`config.mk`:
```
export PLATFORM = sky130hd
export DESIGN_NAME = dma_ping_pong_buffer
export DESIGN_NICKNAME = d
export VERILOG_FILES = /design/src/rtl/dma_ping_pong_buffer.sv
export SDC_FILE = /design/constraint.sdc
export NUM_CORES = 1
export LEC_CHECK = 0
export CELL_PAD_IN_SITES_DETAIL_PLACEMENT = 2
export CELL_PAD_IN_SITES_GLOBAL_PLACEMENT = 2
export CORE_UTILIZATION = 35
export DETAILED_ROUTE_END_ITERATION = 6
export HOLD_SLACK_MARGIN = 0.03
export PLACE_DENSITY_LB_ADDON = 0.08
export SLEW_MARGIN = 40
export SYNTH_ARGS = -nofsm -noshare
export SYNTH_HDL_FRONTEND = slang
export SYNTH_SLANG_ARGS = --single-unit
```
`constraint.sdc`:
```
create_clock -name clock -period 8.55 [get_ports clock]
set_input_delay 2.1375 -clock clock [delete_from_list [all_inputs] [get_ports clock]]
set_output_delay 2.1375 -clock clock [all_outputs]
set_load 0.02 [all_outputs]
```
`src/rtl/dma_ping_pong_buffer.sv`:
```
// Two-bank ping-pong word buffer between the JTAG capture producer and the DMA write engine.
// One bank fills while the other is held for the DMA to read by address and release.
module dma_ping_pong_buffer #(
  parameter int DEPTH_LOG2 = 4
) (
  input  logic                  clock,
  input  logic                  reset,
  input  logic                  push,
  input  logic [31:0]           push_data,
  input  logic                  flush,
  output logic                  full,
  output logic                  overflow,
  output logic                  data_ready,
  output logic [DEPTH_LOG2:0]   word_count,
  input  logic                  pop_en,
  input  logic [DEPTH_LOG2-1:0] pop_address,
  output logic [31:0]           pop_data,
  // 'release' is a reserved word, so the DMA release pulse carries a suffix.
  input  logic                  release_i
);

  localparam int DEPTH = 1 << DEPTH_LOG2;
  localparam logic [DEPTH_LOG2:0] FULL_COUNT = DEPTH[DEPTH_LOG2:0];
  localparam logic [DEPTH_LOG2:0] COUNT_ONE  = {{DEPTH_LOG2{1'b0}}, 1'b1};

  logic                  fill_bank_q, fill_bank_d;
  logic [DEPTH_LOG2:0]   fill_count_q, fill_count_d;
  logic                  held_q, held_d;
  logic [DEPTH_LOG2:0]   held_count_q, held_count_d;
  logic                  flush_pending_q, flush_pending_d;
  logic                  overflow_q, overflow_d;
  logic [31:0]           pop_data_q, pop_data_d;
  logic [31:0]           mem_q [2*DEPTH];

  logic                  fill_is_full;
  logic                  handover;
  logic                  push_accept;
  logic [DEPTH_LOG2:0]   wr_idx;
  logic [DEPTH_LOG2:0]   rd_idx;

  // A bank is handed over when it is full, or when a flush is pending on a non-empty bank,
  // but only once the DMA has given the other bank back.
  assign fill_is_full = (fill_count_q == FULL_COUNT);
  assign handover     = !held_q && (fill_is_full || (flush_pending_q && (fill_count_q != '0)));
  assign full         = fill_is_full || handover;
  assign push_accept  = push && !full;

  assign wr_idx = {fill_bank_q, fill_count_q[DEPTH_LOG2-1:0]};
  assign rd_idx = {~fill_bank_q, pop_address};

  always_comb begin
    fill_bank_d     = fill_bank_q;
    fill_count_d    = fill_count_q;
    held_d          = held_q;
    held_count_d    = held_count_q;
    flush_pending_d = flush_pending_q;
    overflow_d      = overflow_q | (push & full);
    pop_data_d      = pop_data_q;

    if (handover) begin
      held_d          = 1'b1;
      held_count_d    = fill_count_q;
      fill_bank_d     = ~fill_bank_q;
      fill_count_d    = '0;
      flush_pending_d = 1'b0;
    end else begin
      if (push_accept) begin
        fill_count_d = fill_count_q + COUNT_ONE;
      end
      // A flush on an empty bank is dropped unless a word lands in the same cycle.
      if (flush && ((fill_count_q != '0) || push_accept)) begin
        flush_pending_d = 1'b1;
      end
    end

    // Handover requires !held, so this never collides with the handover branch above.
    if (held_q && release_i) begin
      held_d       = 1'b0;
      held_count_d = '0;
    end

    if (pop_en) begin
      pop_data_d = mem_q[rd_idx];
    end
  end

  always_ff @(posedge clock or negedge reset) begin
    if (!reset) begin
      fill_bank_q     <= 1'b0;
      fill_count_q    <= '0;
      held_q          <= 1'b0;
      held_count_q    <= '0;
      flush_pending_q <= 1'b0;
      overflow_q      <= 1'b0;
      pop_data_q      <= '0;
    end else begin
      fill_bank_q     <= fill_bank_d;
      fill_count_q    <= fill_count_d;
      held_q          <= held_d;
      held_count_q    <= held_count_d;
      flush_pending_q <= flush_pending_d;
      overflow_q      <= overflow_d;
      pop_data_q      <= pop_data_d;
    end
  end

  // Storage keeps its contents across reset; only the bookkeeping is cleared.
  always_ff @(posedge clock) begin
    if (push_accept) begin
      mem_q[wr_idx] <= push_data;
    end
  end

  assign overflow   = overflow_q;
  assign data_ready = held_q;
  assign word_count = held_count_q;
  assign pop_data   = pop_data_q;

endmodule

```
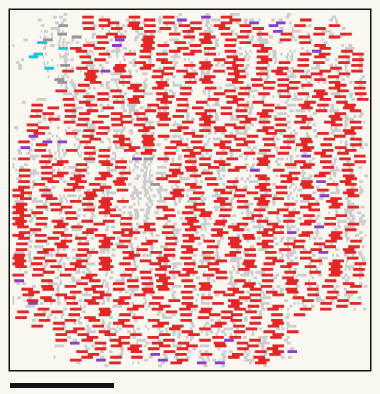
Run 1: register map, names as in the netlist
The bar under the picture is 100 um long. Other sequential cells in the stronger gray, the rest of the logic in the fainter gray.
legend:
  red:
    netlist_name: mem_q
    sequential_cells: 1024
    where: all over the die
  cyan:
    netlist_name: word_count
    sequential_cells: 5
    where: upper left
  purple:
    netlist_name: pop_data
    sequential_cells: 32
    where: all over the die

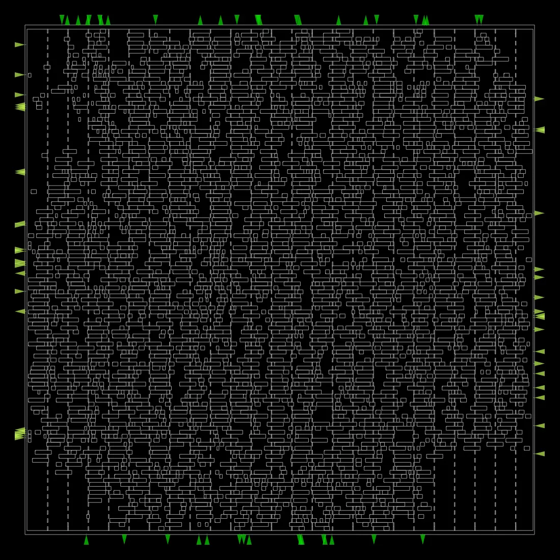
Run 1: placement view
post-route non-filler standard cell count: 4040
sequential share of cell area: 0.658
flop count: 1070
core occupancy in the finished layout: 0.415

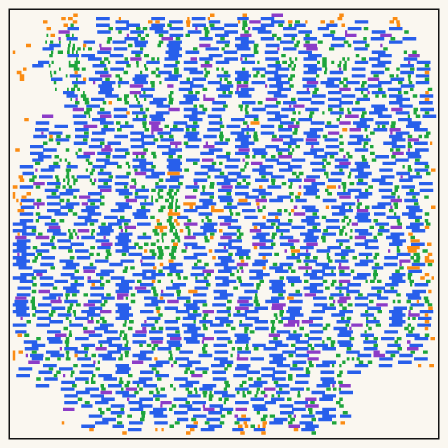
Run 1: placement by cell class
legend:
  blue:
    class: sequential cells
    cells: 1070
    share_of_their_area: 69%
  orange:
    class: remaining buffers and delay cells
    cells: 153
    share_of_their_area: 3.3%
  purple:
    class: clock drivers and dummy loads
    cells: 227
    share_of_their_area: 8.7%
  green:
    class: remaining logic cells
    cells: 1066
    share_of_their_area: 20%

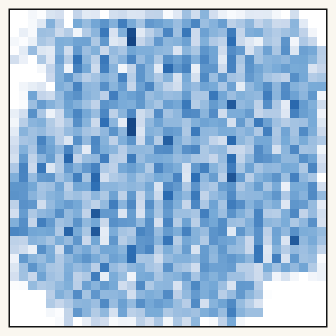
Run 1: local utilization
The die is cut into 35 by 35 equal tiles; white is low, dark blue is high, 0 to 100% covered.
nearly empty tiles: 7.4%
tiles over 75% full: 1.8%
fullest tile: 92%
mean over tiles: 39%

==> results_tabular.tex, run 1 <==
% Yosys + OpenROAD metrics
\begin{tabular}{lr}
\hline
Metric & Value \\
\hline
\multicolumn{2}{l}{\textbf{Synthesis}} \\
\quad XOR/XNOR Area Share & 0.000848 \\
\quad Area reported by Yosys stat & between 40000 and 50000 sq um \\
\quad Synth Instances & about 2300 \\
\quad Register bit total from synthesis & about 1100 \\
\quad Post-Synth Simple-Gate Area & 0.0137 \\
\quad Commonest flop & sky130\_fd\_sc\_hd\_\_edfxtp\_1 \\
\quad Count of yosys warnings during synthesis & 0 \\
\quad Combined area of all synthesized cells & slightly above 40000 sq um \\
\quad Proportion of register bits with asynchronous set or reset after synthesis & 0.0430 \\
\quad Cell type with the largest total area & sky130\_fd\_sc\_hd\_\_edfxtp\_1 \\
\quad Multiplexer area fraction after synthesis & 0.133 \\
\quad Cell with the most instances after synthesis & sky130\_fd\_sc\_hd\_\_edfxtp\_1 \\
\quad Distinct cell type count of the synthesized netlist & 34 \\
\quad Total cells reported by yosys after synthesis & 2272 \\
\quad Synthesized-area fraction occupied by ao, oa, aoi and oai cells & 0.0644 \\
\quad Dominant non-sequential cell family after synthesis & multiplexers \\
\quad Total nets after synthesis & approximately 2300 \\
\multicolumn{2}{l}{\textbf{Detailed routing}} \\
\quad Routed wl met3 & 4.53 mm \\
\quad First DRT Iteration DRCs & roughly 1600 \\
\quad Post-detailed-routing wire length & about 130 mm \\
\quad TritonRoute pass-1 iters & 5 \\
\quad Detailed-route via count & between 20000 and 25000 \\
\quad Number of routed nets with antenna violations & 0 \\
\quad Average wire length per cell after detail routing & between 30 and 40 um \\
\quad Met2 routed WL & 62.3 mm \\
\quad Vias per inst & 5.44 \\
\multicolumn{2}{l}{\textbf{Place}} \\
\quad Worst slack at placement & 2.84 ns \\
\quad Final GP Congestion & a little over 0.7 \\
\quad Placed Cells incl. Taps & around 3800 \\
\quad Post-DP Area & 44400 sq um \\
\quad Detailed placer's ending HPWL & about 68 mm \\
\multicolumn{2}{l}{\textbf{Critical path}} \\
\quad CP Cell Sequence & inv\_1, ha\_1, or3b\_1, nand2\_1, nand2b\_1, clkdlybuf4s50\_1 \\
\quad Max stage delay on crit path & between 0.5 and 0.6 ns \\
\quad Worst path slowest cell & sky130\_fd\_sc\_hd\_\_clkdlybuf4s50\_1 \\
\quad Logic depth of the worst path, buffers included & 6 \\
\quad Worst endpoint required time & roughly 6.4 ns \\
\quad Data arrival, critical path & approximately 2.9 ns \\
\quad Reg-to-Reg End & mem\_q[30][2] \\
\quad Max FO, Critical Path & 6 \\
\quad Total buffers and inverters traversed by the critical path & 2 \\
\quad Startpoint-to-endpoint class of the critical path & reg2out \\
\quad Worst Setup Start Kind & flop \\
\quad Cells on worst reg2reg path & 7 \\
\quad Worst flop-to-flop path startpoint & fill\_count\_q[0] \\
\quad Worst setup path startpoint & fill\_count\_q[0] \\
\quad FF-to-FF setup slack & between 4 and 5 ns \\
\quad Sort of element at the end of the critical path & output port \\
\multicolumn{2}{l}{\textbf{Worst hold path}} \\
\quad Hold-critical path depth & 1 \\
\quad Path class of the lowest-slack min-delay path & reg2reg \\
\quad Hold Path End & overflow \\
\multicolumn{2}{l}{\textbf{Final timing}} \\
\quad Clk\_skew & 0.0336 ns \\
\quad Final Hold Violation Tally & 0 \\
\quad Tightest Pin Transition & about 0.85 ns \\
\quad Time the worst path needs with I/O delays and setup & between 5 and 6 ns \\
\quad Fmax & just under 200 MHz \\
\quad Setup violations, final & 0 \\
\quad Final max-slew violation count & 0 \\
\quad Post-layout period usage & 0.592 \\
\quad Unrepaired setup endpoints after global routing & false \\
\quad Post-route setup slack & 3.49 ns \\
\multicolumn{2}{l}{\textbf{Power and ir drop}} \\
\quad P\_sw & 3.32 mW \\
\quad Relative contribution of the clock network to total power & 0.406 \\
\quad Combinational cell power & between 1 and 1.5 mW \\
\quad Group drawing the most power & registers \\
\quad Leakage & between 15 and 20 nW \\
\quad Sequential power share & 0.479 \\
\quad Switching power as a share of total power & 0.256 \\
\quad Pwr/cell area & between 200 and 300 nW/um\^{}2 \\
\quad Power in sequential cells & $\sim$6.2 mW \\
\quad Total power of the final layout & about 13 mW \\
\quad Total clock network power & between 5 and 6 mW \\
\multicolumn{2}{l}{\textbf{Floorplan}} \\
\quad Core region area & 117000 sq um \\
\quad Number of placed I/O pins & 82 \\
\quad Die Size & 119000 sq um \\
\quad Die W & 346 um \\
\quad Inserted tap cell count & 1524 \\
\quad Initial core utilization & 0.354 \\
\quad Overall die height & around 350 um \\
\multicolumn{2}{l}{\textbf{Global routing}} \\
\quad Largest net degree at the start of global routing & about 130 \\
\quad Met1 demand-to-capacity share in global routing & 0.287 \\
\quad Global-route wire length before repair & 180 mm \\
\quad Most crowded layer after global routing & met2 \\
\quad Total routing usage reported by global routing & 0.212 \\
\quad Antenna violations before repair & 2 \\
\quad Leftover overflow at the end of global routing & 0 \\
\quad Met3 layer usage reported by global route & 0.0291 \\
\multicolumn{2}{l}{\textbf{Clocking}} \\
\quad Hold bufs inserted after CTS & 0 \\
\quad Clock-pin slew of the registers on the worst-case setup and hold paths & approximately 0.06 ns \\
\quad Number of sinks driven by the clock tree & around 1100 \\
\quad CTS tree & built \\
\quad Insertion delay of the later-clocked pin in the worst-skew pair & approximately 0.72 ns \\
\quad Clock tree root buffer cell & sky130\_fd\_sc\_hd\_\_clkbuf\_16 \\
\quad TritonCTS buffer count & 120 \\
\multicolumn{2}{l}{\textbf{Final layout}} \\
\quad Highest-count cells in the layout ignoring fill and taps & sky130\_fd\_sc\_hd\_\_edfxtp\_1 (1024), sky130\_fd\_sc\_hd\_\_mux2i\_1 (513), sky130\_fd\_sc\_hd\_\_a22oi\_1 (256) \\
\quad Area occupied by registers & 31900 sq um \\
\quad Tally of clock buffers in the finished layout & 152 \\
\quad Share of cell area taken by multi-input logic gates & 0.187 \\
\quad Post-layout net count & 2457 \\
\quad Growth of design area from synthesis to finish & 17.3\% \\
\quad Number of signal-net buffers in the layout & around 150 \\
\quad Combinational cell area excluding buffers and inverters & about 9100 sq um \\
\quad Reg with most FFs & mem\_q \\
\quad Number of diodes & 0 \\
\quad Final cell area excluding filler cells & 48400 sq um \\
\quad ClkCell Share & 0.0832 \\
\quad Max reg flops & slightly above 1000 \\
\quad Most frequent logic cell in the layout & sky130\_fd\_sc\_hd\_\_edfxtp\_1 \\
\multicolumn{2}{l}{\textbf{Status}} \\
\quad Run status & finished, final reports clean \\
\multicolumn{2}{l}{\textbf{Job}} \\
\quad Max capacitance violation total & 0 \\
\quad Number of warnings the tools reported & 31 \\
\hline
\end{tabular}
Run 1, M3 wires:
The bar under the picture is 100 um long.
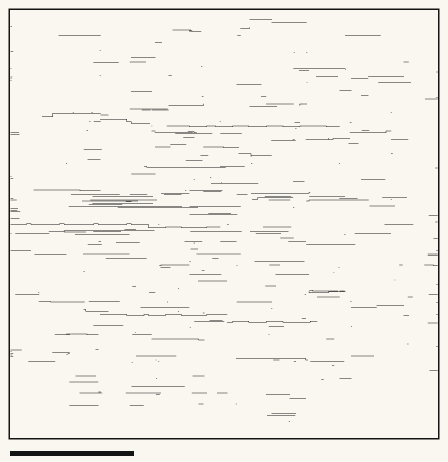

==> inputs of run 2 (changes only) <==
clock period = 5.1 ns   (was 8.55 ns; I/O delays follow)
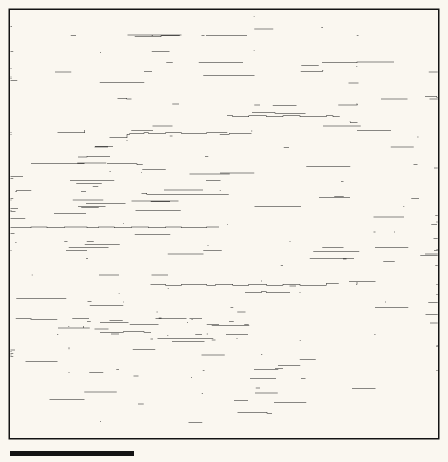
Run 2: M3 wires
The bar under the picture is 100 um long.
longest straight run: 66.0 um
wire length on this layer: 3330 um
share of all routed wire: 2.7%
nets with wire on the layer: 106
main direction: horizontal

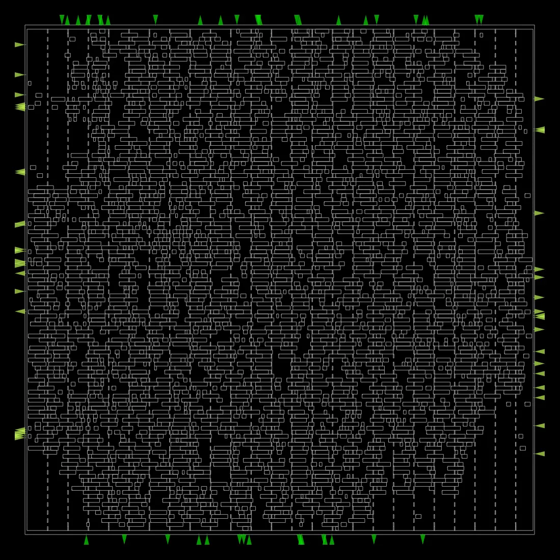
Run 2: placement view
number of inserted filler cells in the final layout: 10900
core occupancy in the finished layout: 0.416
core region area: 117000 sq um
post-route non-filler standard cell count: 4071
number of placement rows: 125

==> run 2 against run 1 <==
Net effect:
- sequential power up 68%
- critical path type unchanged
- total power up 63%
- via count decreased by 0.60%
- core utilization is 0.054 points higher
- worst hold slack lost 0.0033 ns
- die size is the same
- critical path depth did not move
- cell count grew 0.77%
- highest routed layer unchanged
- wire length decreased by 3.7%
- setup slack got worse by 2.5 ns
- first-iteration DRC count down 9.4%
==> results_tabular.tex, run 2 <==
% Yosys + OpenROAD metrics
\begin{tabular}{lr}
\hline
Metric & Value \\
\hline
\multicolumn{2}{l}{\textbf{Status}} \\
\quad Run status & finished, final reports clean \\
\multicolumn{2}{l}{\textbf{Clocking}} \\
\quad Number of sinks driven by the clock tree & 1070 (unchanged) \\
\quad Clock-pin slew of the registers on the worst-case setup and hold paths & 0.06 ns (about the same) \\
\quad Insertion delay of the later-clocked pin in the worst-skew pair & 0.70 ns (-0.02 ns) \\
\quad TritonCTS buffer count & 117 (-2.5\%) \\
\quad Clock tree root buffer cell & sky130\_fd\_sc\_hd\_\_clkbuf\_16 \\
\multicolumn{2}{l}{\textbf{Final layout}} \\
\quad Combinational cell area excluding buffers and inverters & 9080 sq um (about the same) \\
\quad Number of diodes & 0 (unchanged) \\
\quad Highest-count cells in the layout ignoring fill and taps & sky130\_fd\_sc\_hd\_\_edfxtp\_1 (1024), sky130\_fd\_sc\_hd\_\_mux2i\_1 (513), sky130\_fd\_sc\_hd\_\_a22oi\_1 (256) \\
\quad Number of signal-net buffers in the layout & 191 (+25\%) \\
\quad Sequential share of cell area & 0.658 (-0.000850) \\
\quad ClkCell Share & 0.0757 (-0.00748) \\
\quad Growth of design area from synthesis to finish & 17.4\% \\
\quad Reg with most FFs & mem\_q \\
\quad Max reg flops & 1024 (unchanged) \\
\quad Most frequent logic cell in the layout & sky130\_fd\_sc\_hd\_\_edfxtp\_1 \\
\quad Share of cell area taken by multi-input logic gates & 0.187 (-0.000294) \\
\multicolumn{2}{l}{\textbf{Synthesis}} \\
\quad XOR/XNOR Area Share & 0.000848 (unchanged) \\
\quad Dominant non-sequential cell family after synthesis & multiplexers \\
\quad Proportion of register bits with asynchronous set or reset after synthesis & 0.0430 (unchanged) \\
\quad Commonest flop & sky130\_fd\_sc\_hd\_\_edfxtp\_1 \\
\quad Distinct cell type count of the synthesized netlist & 34 (unchanged) \\
\quad Cell with the most instances after synthesis & sky130\_fd\_sc\_hd\_\_edfxtp\_1 \\
\quad Combined area of all synthesized cells & 41300 sq um (unchanged) \\
\quad Count of yosys warnings during synthesis & 0 (unchanged) \\
\quad Area reported by Yosys stat & 41300 sq um (unchanged) \\
\multicolumn{2}{l}{\textbf{Global routing}} \\
\quad Largest net degree at the start of global routing & 65 (-50\%) \\
\quad Antenna violations before repair & 1 (-1) \\
\quad Leftover overflow at the end of global routing & 0 (unchanged) \\
\quad Global-route wire length before repair & 175 mm (-2.7\%) \\
\quad Total routing usage reported by global routing & 0.204 (-0.00803) \\
\quad Met1 demand-to-capacity share in global routing & 0.280 (-0.00634) \\
\quad Most crowded layer after global routing & met2 \\
\multicolumn{2}{l}{\textbf{Floorplan}} \\
\quad Die Size & 119000 sq um (unchanged) \\
\quad Inserted tap cell count & 1524 (unchanged) \\
\quad Initial core utilization & 0.354 (unchanged) \\
\multicolumn{2}{l}{\textbf{Power and ir drop}} \\
\quad Pwr/cell area & 434 nW/um\^{}2 (+63\%) \\
\quad Group drawing the most power & registers \\
\quad P\_sw & 5.39 mW (+63\%) \\
\quad Switching power as a share of total power & 0.256 (-0.000497) \\
\quad Relative contribution of the clock network to total power & 0.387 (-0.019) \\
\quad Power in sequential cells & 10.4 mW (+68\%) \\
\quad Total power of the final layout & 21.1 mW (+63\%) \\
\quad Combinational cell power & 2.52 mW (+69\%) \\
\quad Leakage & 16.6 nW (+0.44\%) \\
\multicolumn{2}{l}{\textbf{Detailed routing}} \\
\quad Routed wl met3 & 3.33 mm (-26\%) \\
\quad TritonRoute pass-1 iters & 5 (unchanged) \\
\quad Average wire length per cell after detail routing & 29.9 um (-4.5\%) \\
\quad First DRT Iteration DRCs & 1426 (-9.4\%) \\
\quad Vias per inst & 5.37 (-1.4\%) \\
\multicolumn{2}{l}{\textbf{Critical path}} \\
\quad Sort of element at the end of the critical path & output port \\
\quad Worst setup path startpoint & fill\_count\_q[0] \\
\quad Reg-to-Reg End & mem\_q[29][11] \\
\quad Logic depth of the worst path, buffers included & 6 (unchanged) \\
\quad Max stage delay on crit path & 0.55 ns (about the same) \\
\quad Max FO, Critical Path & 6 (unchanged) \\
\quad Total buffers and inverters traversed by the critical path & 2 (unchanged) \\
\quad Worst Setup Start Kind & flop \\
\quad Worst endpoint required time & 3.83 ns (-2.58 ns) \\
\quad Worst flop-to-flop path startpoint & fill\_count\_q[0] \\
\quad Startpoint-to-endpoint class of the critical path & reg2out \\
\multicolumn{2}{l}{\textbf{Worst hold path}} \\
\quad Path class of the lowest-slack min-delay path & reg2reg \\
\quad Hold-critical path depth & 1 (unchanged) \\
\quad Hold Path End & overflow \\
\multicolumn{2}{l}{\textbf{Place}} \\
\quad Detailed placer's ending HPWL & 71.8 mm (+6.0\%) \\
\quad Worst slack at placement & 0.862 ns (-1.98 ns) \\
\quad Post-DP Area & 44800 sq um (+1.0\%) \\
\quad Placed Cells incl. Taps & 3850 (+1.0\%) \\
\quad Final GP Congestion & 0.748 (+4.7\%) \\
\multicolumn{2}{l}{\textbf{Final timing}} \\
\quad Final Hold Violation Tally & 0 (unchanged) \\
\quad Fmax & roughly 240 MHz \\
\quad Setup violations, final & 0 (unchanged) \\
\quad Time the worst path needs with I/O delays and setup & around 4.1 ns \\
\quad Post-route setup slack & 0.957 ns (-2.53 ns) \\
\quad Unrepaired setup endpoints after global routing & false \\
\quad Clk\_skew & 0.0183 ns (-0.0153 ns) \\
\multicolumn{2}{l}{\textbf{Job}} \\
\quad Max capacitance violation total & 0 (unchanged) \\
\quad Number of warnings the tools reported & 30 (-3.2\%) \\
\hline
\end{tabular}
Run 2, placement by cell class:
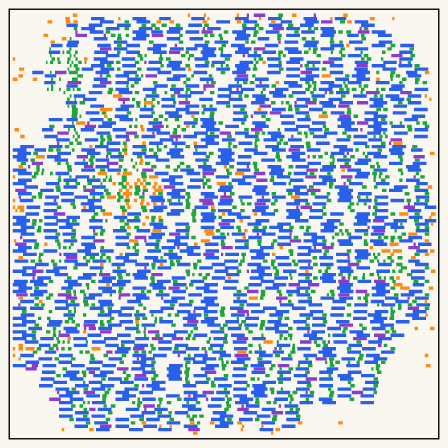

==> inputs of run 3 (changes only) <==
clock period = 3.5 ns   (was 5.1 ns; I/O delays follow)
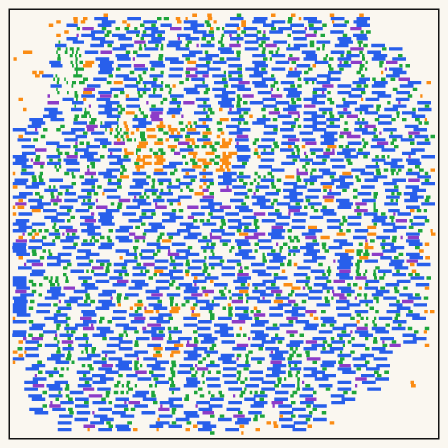
Run 3: placement by cell class
legend:
  purple:
    class: clock drivers and dummy loads
    cells: 220
    share_of_their_area: 7.9%
  orange:
    class: remaining buffers and delay cells
    cells: 228
    share_of_their_area: 5.7%
  green:
    class: remaining logic cells
    cells: 1066
    share_of_their_area: 19%
  blue:
    class: sequential cells
    cells: 1070
    share_of_their_area: 67%

==> run 3 against run 2 <==
Net effect:
- synthesized cell count is the same
- critical path depth unchanged
- worst hold slack got worse by 0.34 ns
- via count grew 3.5%
- global-route usage rose by 1.8 points
- clock power is 48% higher
- critical endpoint unchanged
==> results_tabular.tex, run 3 <==
% Yosys + OpenROAD metrics
\begin{tabular}{lr}
\hline
Metric & Value \\
\hline
\multicolumn{2}{l}{\textbf{Status}} \\
\quad Run status & finished, final reports clean \\
\multicolumn{2}{l}{\textbf{Synthesis}} \\
\quad Register bit total from synthesis & roughly 1100 \\
\quad Proportion of register bits with asynchronous set or reset after synthesis & 0.0430 (unchanged) \\
\quad Count of yosys warnings during synthesis & 0 (unchanged) \\
\quad Total nets after synthesis & roughly 2300 \\
\quad Post-Synth Simple-Gate Area & 0.0137 \\
\quad Multiplexer area fraction after synthesis & 0.133 \\
\quad Most used standard cells in the synthesized netlist & sky130\_fd\_sc\_hd\_\_edfxtp\_1 (1024), sky130\_fd\_sc\_hd\_\_mux2i\_1 (513), sky130\_fd\_sc\_hd\_\_a22oi\_1 (256), sky130\_fd\_sc\_hd\_\_a21oi\_1 (132), sky130\_fd\_sc\_hd\_\_clkbuf\_1 (66) \\
\quad Top cells by area, synth & sky130\_fd\_sc\_hd\_\_edfxtp\_1 (74\%), sky130\_fd\_sc\_hd\_\_mux2i\_1 (12\%), sky130\_fd\_sc\_hd\_\_a22oi\_1 (4.7\%) \\
\quad Synthesized-area fraction occupied by ao, oa, aoi and oai cells & 0.0644 \\
\quad Cell type with the largest total area & sky130\_fd\_sc\_hd\_\_edfxtp\_1 \\
\quad Post-synth seq share & 0.772 \\
\quad Top cell area share & 0.744 \\
\quad Synth Instances & 2272 \\
\quad Combined area of all synthesized cells & 41300 sq um (unchanged) \\
\quad Commonest flop & sky130\_fd\_sc\_hd\_\_edfxtp\_1 \\
\quad Cell with the most instances after synthesis & sky130\_fd\_sc\_hd\_\_edfxtp\_1 \\
\quad XOR/XNOR Area Share & 0.000848 (unchanged) \\
\quad Dominant non-sequential cell family after synthesis & multiplexers \\
\quad Total cells reported by yosys after synthesis & approximately 2300 \\
\quad Distinct cell type count of the synthesized netlist & 34 (unchanged) \\
\quad Area reported by Yosys stat & 41300 sq um (unchanged) \\
\quad Fa+ha+maj area frac & 0.00121 \\
\multicolumn{2}{l}{\textbf{Final timing}} \\
\quad Unrepaired setup endpoints after global routing & false \\
\quad Worst slew margin relative to its limit & 0.480 \\
\quad Post-layout period usage & 0.963 \\
\quad Tightest Pin Transition & around 0.78 ns \\
\quad Final max-slew violation count & 0 \\
\quad Fmax & 297 MHz \\
\quad Setup violations, final & 0 (unchanged) \\
\quad Final Hold Violation Tally & 0 (unchanged) \\
\quad Post-route setup slack & 0.130 ns (-0.827 ns) \\
\quad Clk\_skew & 0.0203 ns (+0.00203 ns) \\
\quad Time the worst path needs with I/O delays and setup & about 3.4 ns \\
\quad Post-route worst hold slack & around 0.12 ns \\
\multicolumn{2}{l}{\textbf{Critical path}} \\
\quad Total buffers and inverters traversed by the critical path & 2 (unchanged) \\
\quad Sort of element at the end of the critical path & output port \\
\quad Worst Setup Start Kind & flop \\
\quad Max stage delay on crit path & 0.46 ns (-0.09 ns) \\
\quad Worst setup path startpoint & fill\_count\_q[0] \\
\quad Data arrival, critical path & between 2 and 3 ns \\
\quad Cells on worst reg2reg path & 8 \\
\quad Worst path slowest cell & sky130\_fd\_sc\_hd\_\_dfrtp\_1 \\
\quad Worst flop-to-flop path startpoint & fill\_count\_q[0] \\
\quad Startpoint-to-endpoint class of the critical path & reg2out \\
\quad Reg-to-Reg End & mem\_q[11][9] \\
\quad Worst endpoint required time & 2.62 ns (-1.21 ns) \\
\quad Logic depth of the worst path, buffers included & 6 (unchanged) \\
\quad FF-to-FF setup slack & 0.54 ns \\
\quad CP endpoint & full \\
\quad Max FO, Critical Path & 6 (unchanged) \\
\multicolumn{2}{l}{\textbf{Global routing}} \\
\quad Met1 demand-to-capacity share in global routing & 0.301 (+0.0203) \\
\quad Leftover overflow at the end of global routing & 0 (unchanged) \\
\quad Met3 layer usage reported by global route & 0.0344 \\
\quad Total routing usage reported by global routing & 0.221 (+0.0177) \\
\quad Largest net degree at the start of global routing & 71 (+9.2\%) \\
\quad Met2 routing resource usage after global routing & 0.372 \\
\quad Global-route wire length before repair & 187 mm (+6.8\%) \\
\quad Vias in the first global route & about 25000 \\
\quad Antenna violations before repair & 6 (+5) \\
\quad Most crowded layer after global routing & met2 \\
\multicolumn{2}{l}{\textbf{Power and ir drop}} \\
\quad Sequential power share & 0.485 \\
\quad Leakage & 16.9 nW (+2.0\%) \\
\quad Total power of the final layout & 31.3 mW (+48\%) \\
\quad Combinational cell power & 3.99 mW (+58\%) \\
\quad Logic gate share of total power & 0.128 \\
\quad Cell Int Power & $\sim$23 mW \\
\quad Relative contribution of the clock network to total power & 0.387 (about the same) \\
\quad P\_sw & 8.14 mW (+51\%) \\
\quad Switching power as a share of total power & 0.261 (+0.00458) \\
\quad Worst VDD drop & between 400 and 500 uV \\
\quad Total clock network power & 12.1 mW \\
\quad Power in sequential cells & 15.2 mW (+46\%) \\
\quad Group drawing the most power & registers \\
\quad Pwr/cell area & 633 nW/um\^{}2 (+46\%) \\
\multicolumn{2}{l}{\textbf{Floorplan}} \\
\quad Number of placed I/O pins & 82 \\
\quad Die W & roughly 350 um \\
\quad Overall die height & roughly 350 um \\
\quad Core region area & 117000 sq um (unchanged) \\
\quad Die Size & 119000 sq um (unchanged) \\
\quad Initial core utilization & 0.354 (unchanged) \\
\quad Number of placement rows & 125 (unchanged) \\
\multicolumn{2}{l}{\textbf{Final layout}} \\
\quad Max reg flops & 1024 (unchanged) \\
\quad Most frequent logic cell in the layout & sky130\_fd\_sc\_hd\_\_edfxtp\_1 \\
\quad Number of signal-net buffers in the layout & 228 (+19\%) \\
\quad Share of cell area taken by multi-input logic gates & 0.184 (-0.00314) \\
\quad Post-layout net count & 2531 \\
\quad Comb\_multi\_in & 1062 \\
\quad Highest-count cells in the layout ignoring fill and taps & sky130\_fd\_sc\_hd\_\_edfxtp\_1 (1024), sky130\_fd\_sc\_hd\_\_mux2i\_1 (513), sky130\_fd\_sc\_hd\_\_a22oi\_1 (256) \\
\quad Fraction of layout cells with a size suffix above 1 & 0.159 \\
\quad Number of diodes & 2 (+2) \\
\quad Tally of clock buffers in the finished layout & 154 \\
\quad Flop count & around 1100 \\
\quad Reg with most FFs & mem\_q \\
\quad Combinational cell area excluding buffers and inverters & 9080 sq um (about the same) \\
\quad Layout non-clock buf frac & 0.0552 \\
\quad ClkCell Share & 0.0757 (about the same) \\
\quad Cell class ranked first by area & flip-flops and latches \\
\quad Growth of design area from synthesis to finish & 19.5\% \\
\multicolumn{2}{l}{\textbf{Clocking}} \\
\quad Clock-pin slew of the registers on the worst-case setup and hold paths & 0.06 ns (about the same) \\
\quad Number of sinks driven by the clock tree & 1070 (unchanged) \\
\quad CTS tree & built \\
\quad Maximum buffer depth of the clock tree & 3 \\
\quad Post-CTS Repair Setup Buffers & 0 \\
\quad Insertion delay of the later-clocked pin in the worst-skew pair & 0.71 ns (about the same) \\
\quad TritonCTS buffer count & 119 (+1.7\%) \\
\quad Clock tree root buffer cell & sky130\_fd\_sc\_hd\_\_clkbuf\_16 \\
\multicolumn{2}{l}{\textbf{Place}} \\
\quad Placed Cells incl. Taps & 3887 (+0.96\%) \\
\quad Post-DP Area & 45600 sq um (+1.8\%) \\
\quad Worst slack at placement & 0.241 ns (-0.621 ns) \\
\quad Count of input and output buffers & a little over 80 \\
\quad Final GP Congestion & 0.736 (-1.6\%) \\
\quad Detailed placer's ending HPWL & 73.6 mm (+2.4\%) \\
\multicolumn{2}{l}{\textbf{Detailed routing}} \\
\quad Number of routed nets with antenna violations & 0 \\
\quad Top Metal Used & met5 \\
\quad Post-detailed-routing wire length & about 130 mm \\
\quad Average wire length per cell after detail routing & 32.3 um (+8.1\%) \\
\quad Routed wl met3 & 5.35 mm (+61\%) \\
\quad DRC viols & 0 \\
\quad Vias per inst & 5.50 (+2.5\%) \\
\quad Length of routed wiring on met1 & between 50 and 60 mm \\
\quad First DRT Iteration DRCs & 1740 (+22\%) \\
\quad Detailed-route via count & between 20000 and 25000 \\
\quad TritonRoute pass-1 iters & 5 (unchanged) \\
\multicolumn{2}{l}{\textbf{Worst hold path}} \\
\quad Path class of the lowest-slack min-delay path & in2async \\
\multicolumn{2}{l}{\textbf{Job}} \\
\quad Max capacitance violation total & 0 (unchanged) \\
\quad Number of warnings the tools reported & 31 (+3.3\%) \\
\hline
\end{tabular}
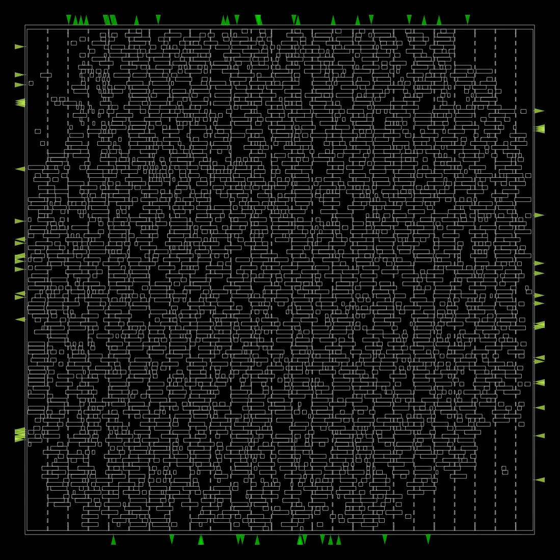
Run 3: placement view
inserted tap cell count: 1524
core occupancy in the finished layout: 0.423
sequential share of cell area: 0.646
post-route non-filler standard cell count: 4110
number of inserted filler cells in the final layout: 10900

Power figures rest on the tool's default switching activity, not on a simulated workload.
